Fig. 1: PDN straps and rails
Scale bar: 50 um. Pins as bars on the die edge. Tap cells in gray.
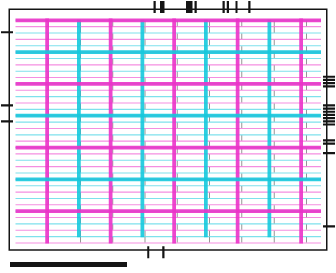
Fig. 2: placed cells, one color a class
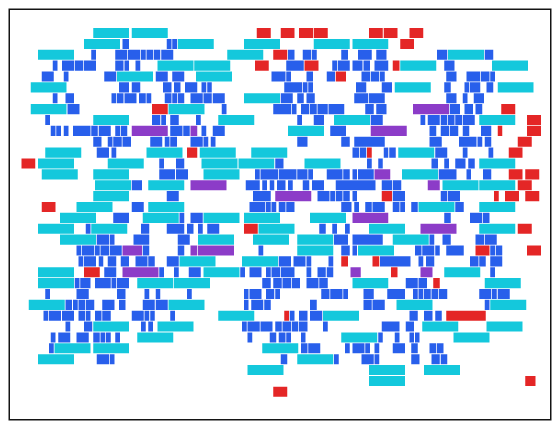
`src/rtl/clock_pkg.sv`:
```
`default_nettype none
// +----------------------------------------------------------------------+
// | Package     : clock_pkg                                              |
// | Description : Shared digit limits, BCD digit type and BCD increment  |
// |               helper for the digital clock blocks.                   |
// | Revision    : 1.0  initial release                                   |
// +----------------------------------------------------------------------+
package clock_pkg;

    // One BCD digit
    typedef logic [3:0] bcd_t;

    // Two-digit BCD field plus carry-out of its increment
    typedef struct packed {
        logic carry;
        bcd_t hi;
        bcd_t lo;
    } bcd_pair_t;

    localparam int SEC_MAX        = 59;
    localparam int MIN_MAX        = 59;
    localparam int HOUR_MAX       = 23;
    localparam int CLK_HZ_DEFAULT = 50_000_000;

    // Increment a two-digit BCD field that wraps after max_val.
    // An out-of-range or non-BCD field goes to 00 without a carry.
    function automatic bcd_pair_t bcd_inc(input bcd_t hi, input bcd_t lo, input int max_val);
        bcd_t      hi_max;
        bcd_t      lo_max;
        bcd_pair_t res;
        hi_max = bcd_t'(max_val / 10);
        lo_max = bcd_t'(max_val % 10);
        res    = '0;
        if ((hi > hi_max) || (lo > 4'd9) || ((hi == hi_max) && (lo > lo_max))) begin
            res = '0;
        end else if ((hi == hi_max) && (lo == lo_max)) begin
            res.carry = 1'b1;
        end else if (lo == 4'd9) begin
            res.hi = hi + 4'd1;
        end else begin
            res.hi = hi;
            res.lo = lo + 4'd1;
        end
        return res;
    endfunction

endpackage
`default_nettype wire

```
`src/rtl/btn_debounce.sv`:
```
`default_nettype none
// +----------------------------------------------------------------------+
// | Module      : btn_debounce                                           |
// | Description : 2-flop synchronizer, stability counter and one-cycle   |
// |               press pulse on the debounced rising edge.              |
// | Revision    : 1.0  initial release                                   |
// +----------------------------------------------------------------------+
module btn_debounce #(
    parameter int DEBOUNCE_CYC = 1_000_000
) (
    input  logic clk,
    input  logic rst_n,
    input  logic raw,
    output logic press
);

    localparam int            CW       = (DEBOUNCE_CYC > 1) ? $clog2(DEBOUNCE_CYC) : 1;
    localparam logic [CW-1:0] CNT_LAST = CW'(DEBOUNCE_CYC - 1);

    logic          r_sync1;
    logic          r_sync2;
    logic          r_stable;
    logic [CW-1:0] r_cnt;
    logic          r_press;

    // Synchronize, then accept a new level only after it has differed
    // from the accepted level for DEBOUNCE_CYC consecutive cycles.
    always_ff @(posedge clk or negedge rst_n) begin
        if (!rst_n) begin
            r_sync1  <= 1'b0;
            r_sync2  <= 1'b0;
            r_stable <= 1'b0;
            r_cnt    <= '0;
            r_press  <= 1'b0;
        end else begin
            r_sync1 <= raw;
            r_sync2 <= r_sync1;
            r_press <= 1'b0;
            if (r_sync2 == r_stable) begin
                r_cnt <= '0;
            end else if (r_cnt == CNT_LAST) begin
                r_stable <= r_sync2;
                r_cnt    <= '0;
                r_press  <= r_sync2;
            end else begin
                r_cnt <= r_cnt + CW'(1);
            end
        end
    end

    assign press = r_press;

endmodule
`default_nettype wire

```
`src/rtl/bcd_time_counter.sv`:
```
`default_nettype none
// +----------------------------------------------------------------------+
// | Module      : bcd_time_counter                                       |
// | Description : Free-running 24-hour BCD timekeeper with prescaler,    |
// |               single-edge carry cascade and button time setting.     |
// | Revision    : 1.0  initial release                                   |
// +----------------------------------------------------------------------+
module bcd_time_counter
    import clock_pkg::*;
#(
    parameter int CLK_HZ       = CLK_HZ_DEFAULT,
    parameter int DEBOUNCE_CYC = 1_000_000
) (
    input  logic       clk,
    input  logic       rst_n,
    input  logic       set_mode,
    input  logic       btn_h,
    input  logic       btn_m,
    output logic [3:0] out_Hh,
    output logic [3:0] out_Hl,
    output logic [3:0] out_mh,
    output logic [3:0] out_ml,
    output logic [3:0] out_sh,
    output logic [3:0] out_sl,
    output logic       sec_tick,
    output logic       min_tick
);

    localparam int            PW      = (CLK_HZ > 1) ? $clog2(CLK_HZ) : 1;
    localparam logic [PW-1:0] PS_LAST = PW'(CLK_HZ - 1);

    logic [PW-1:0] r_presc;
    bcd_t          r_hh, r_hl, r_mh, r_ml, r_sh, r_sl;
    logic          r_sec_tick;
    logic          r_min_tick;

    logic          w_press_h;
    logic          w_press_m;
    logic          w_tick;
    bcd_pair_t     w_sec_inc;
    bcd_pair_t     w_min_inc;
    logic [7:0]    w_hour_next;

    btn_debounce #(.DEBOUNCE_CYC(DEBOUNCE_CYC)) u_deb_h (
        .clk   (clk),
        .rst_n (rst_n),
        .raw   (btn_h),
        .press (w_press_h)
    );

    btn_debounce #(.DEBOUNCE_CYC(DEBOUNCE_CYC)) u_deb_m (
        .clk   (clk),
        .rst_n (rst_n),
        .raw   (btn_m),
        .press (w_press_m)
    );

    // Set mode suppresses the tick, so a coincident set_mode rise drops it
    assign w_tick = !set_mode && (r_presc == PS_LAST);

    // Next value of each field, computed in parallel so the carry chain
    // resolves within a single edge
    always_comb begin
        w_sec_inc   = bcd_inc(r_sh, r_sl, SEC_MAX);
        w_min_inc   = bcd_inc(r_mh, r_ml, MIN_MAX);
        w_hour_next = 8'(bcd_inc(r_hh, r_hl, HOUR_MAX));
    end

    // Prescaler, time digits and tick pulses
    always_ff @(posedge clk or negedge rst_n) begin
        if (!rst_n) begin
            r_presc    <= '0;
            r_hh       <= '0;
            r_hl       <= '0;
            r_mh       <= '0;
            r_ml       <= '0;
            r_sh       <= '0;
            r_sl       <= '0;
            r_sec_tick <= 1'b0;
            r_min_tick <= 1'b0;
        end else begin
            r_sec_tick <= 1'b0;
            r_min_tick <= 1'b0;
            if (set_mode) begin
                // Paused: seconds held at 00, buttons edit fields with no carry
                r_presc <= '0;
                r_sh    <= '0;
                r_sl    <= '0;
                if (w_press_m) begin
                    r_mh       <= w_min_inc.hi;
                    r_ml       <= w_min_inc.lo;
                    r_min_tick <= 1'b1;
                end
                if (w_press_h) begin
                    {r_hh, r_hl} <= w_hour_next;
                end
            end else begin
                r_presc <= w_tick ? '0 : r_presc + PW'(1);
                if (w_tick) begin
                    r_sh       <= w_sec_inc.hi;
                    r_sl       <= w_sec_inc.lo;
                    r_sec_tick <= 1'b1;
                    if (w_sec_inc.carry) begin
                        r_mh       <= w_min_inc.hi;
                        r_ml       <= w_min_inc.lo;
                        r_min_tick <= 1'b1;
                        if (w_min_inc.carry) begin
                            {r_hh, r_hl} <= w_hour_next;
                        end
                    end
                end
            end
        end
    end

    assign out_Hh   = r_hh;
    assign out_Hl   = r_hl;
    assign out_mh   = r_mh;
    assign out_ml   = r_ml;
    assign out_sh   = r_sh;
    assign out_sl   = r_sl;
    assign sec_tick = r_sec_tick;
    assign min_tick = r_min_tick;

endmodule
`default_nettype wire

```
`config.mk`:
```
export PLATFORM = sky130hd
export DESIGN_NAME = bcd_time_counter
export DESIGN_NICKNAME = d
export VERILOG_FILES = /design/src/rtl/clock_pkg.sv /design/src/rtl/btn_debounce.sv /design/src/rtl/bcd_time_counter.sv
export SDC_FILE = /design/constraint.sdc
export NUM_CORES = 1
export LEC_CHECK = 0
export CAP_MARGIN = 10
export CORE_ASPECT_RATIO = 0.75
export CORE_MARGIN = 2
export CORE_UTILIZATION = 40
export DETAILED_ROUTE_END_ITERATION = 7
export GPL_TIMING_DRIVEN = 0
export PLACE_DENSITY = 0.57
export SYNTH_ARGS = -nofsm -noshare
export SYNTH_HDL_FRONTEND = slang
export SYNTH_SLANG_ARGS = --single-unit
```
`constraint.sdc`:
```
create_clock -name clk -period 2.7 [get_ports clk]
set_clock_uncertainty 0.15 [all_clocks]
set_input_delay 0.675 -clock clk [delete_from_list [all_inputs] [get_ports clk]]
set_output_delay 0.675 -clock clk [all_outputs]
set_load 0.01 [all_outputs]
```
==> run summary <==
Figures from the flow reports.

CTS:
- Post-CTS repair changed the size of 0 cells.
- The later pin in the worst-skew pair is clocked with a latency of 0.34 ns.
- The run puts the number of buffers created by CTS at 9.
- The run puts the total number of clock tree sinks at 100.
- TritonCTS built the clock tree.
- Hold repair after CTS inserted 0 buffers.

Die:
- The initialized floorplan defines 35 standard-cell rows.
- The run gives the core box area as 0.0124 mm^2.

Setup path:
- On the critical path the data arrives at 2.40 ns.
- The run gives the origin of the worst setup path as out_sh[1].
- The script reports the combined buffer and inverter count of the critical path as 1.
- Broken down by cell family, the worst path's largest delay share belongs to simple AND/OR/NAND/NOR gates.
- The run puts the worst endpoint required time at 2.78 ns.
- Walking the critical path from launch to capture passes 7 cell instances.
- The worst setup path is captured at a flip-flop.
- STA classifies the critical path startpoint as a flip-flop.

Final layout:
- The run gives the number of ordinary and repair buffers in the finished layout as 44.
- Measured on the final layout, the clock distribution area share stands at 4.78%.
- The run gives the number of diodes added for antenna fixing as 0.
- The run gives the register bank with the most flops as r_presc.
- The run gives the layout overhead on the synthesized area as 15.7%.
- The run puts the sequential standard cell area at 0.00250 mm^2.
- The run gives the count of fill cells added during filler insertion as 1,173.

Synth:
- The run puts the number of nets in the synthesized netlist at 534.
- The run gives the chip area line of the yosys report as 0.00516 mm^2.
- The cell-mix breakdown from Yosys lists the simple-gate area share as 26.6%.
- In the post-synthesis netlist, the cell with the most instances is dfrtp_1.
- Sorting the synthesized cells by how often they occur yields 100 x dfrtp_1, 79 x nor2_1, 38 x xnor2_1, 30 x nand3_1, 29 x nand2_1.
- The run gives the average instance area after synthesis as 9.95 um^2.
- The run puts the sequential element share of the synthesized area at 48.5%.
- In the synthesized netlist, the dominant kind of combinational cell is simple AND/OR/NAND/NOR gates.
- The run puts the post-synthesis instance area at 0.00516 mm^2.
- The run puts the post-synthesis instance total at 518.
- In this run the biggest area consumer among cell types represents 48.5% of the synthesized area.
- Yosys mapped the design onto 62 distinct sky130hd cell types.
- Among all flip-flop cells after synthesis, the most frequent one is dfrtp_1.

Pwr:
- The run puts the net switching component of the power at 736 uW.
- Of the total power, the clock network draws 41.0%.
- The run puts the internal power at 2.27 mW.
- Summed over the clock group, the power is 1.24 mW.
- The run gives the overall power as 3.01 mW.

Global route:
- The run puts the largest net degree at the start of global routing at 54.
- The run gives the met1 global-route usage as 23.7%.
- The run puts the met3 routing resource usage after global routing at 3.32%.
- Global routing put the most usage on met2.
- For this run, global-route usage on met2 was measured as 26.6%.

Timing:
- Across all setup checks in the final design, the least slack found is 0.378 ns.
- The run gives the number of pins with negative max-slew slack in the final report as 0.
- The run gives the number of endpoints with negative hold slack in the final report as 0.
- After layout, the worst path uses 86.0% of the clock period.
- The run gives the final sum of negative setup slack as 0 ns.
- Per the finish-stage timing summary, setup violations number 0.
- The transition time recorded at the tightest slew-check pin is 0.750 ns.
- The run puts the final critical-path required period at 2.32 ns.

Routing:
- TritonRoute output was used to compute an average wire per cell of 14.5 um.
- The detailed router used layers up to and including met4.
- Per the detail_route log, met3 wirelength is 288 um.
- The run puts the vias per cell at 5.29.

Min path:
- The tightest min-delay check is of the in2async type.

Place:
- The run gives the instance area at placement as 0.00568 mm^2.
- The run gives the post-placement cell count as 714.
- The run puts the detailed placement HPWL at 7520 um.

Run status:
- The run finished with clean final reports.
## Picture notes: Fig. 1
[magenta] VSS
[cyan] VDD
rows: 35
met4 straps: 9
met1 rails: 36
tap cells: 166

## Picture notes: Fig. 2
[purple] clock drivers and dummy loads | cells: 16 | share of their area: 5.0%
[red] remaining buffers and delay cells | cells: 44 | share of their area: 7.0%
[cyan] registers | cells: 100 | share of their area: 43%
[blue] remaining logic cells | cells: 404 | share of their area: 45%

No activity file was given, so power comes from the tool's default toggle rates.
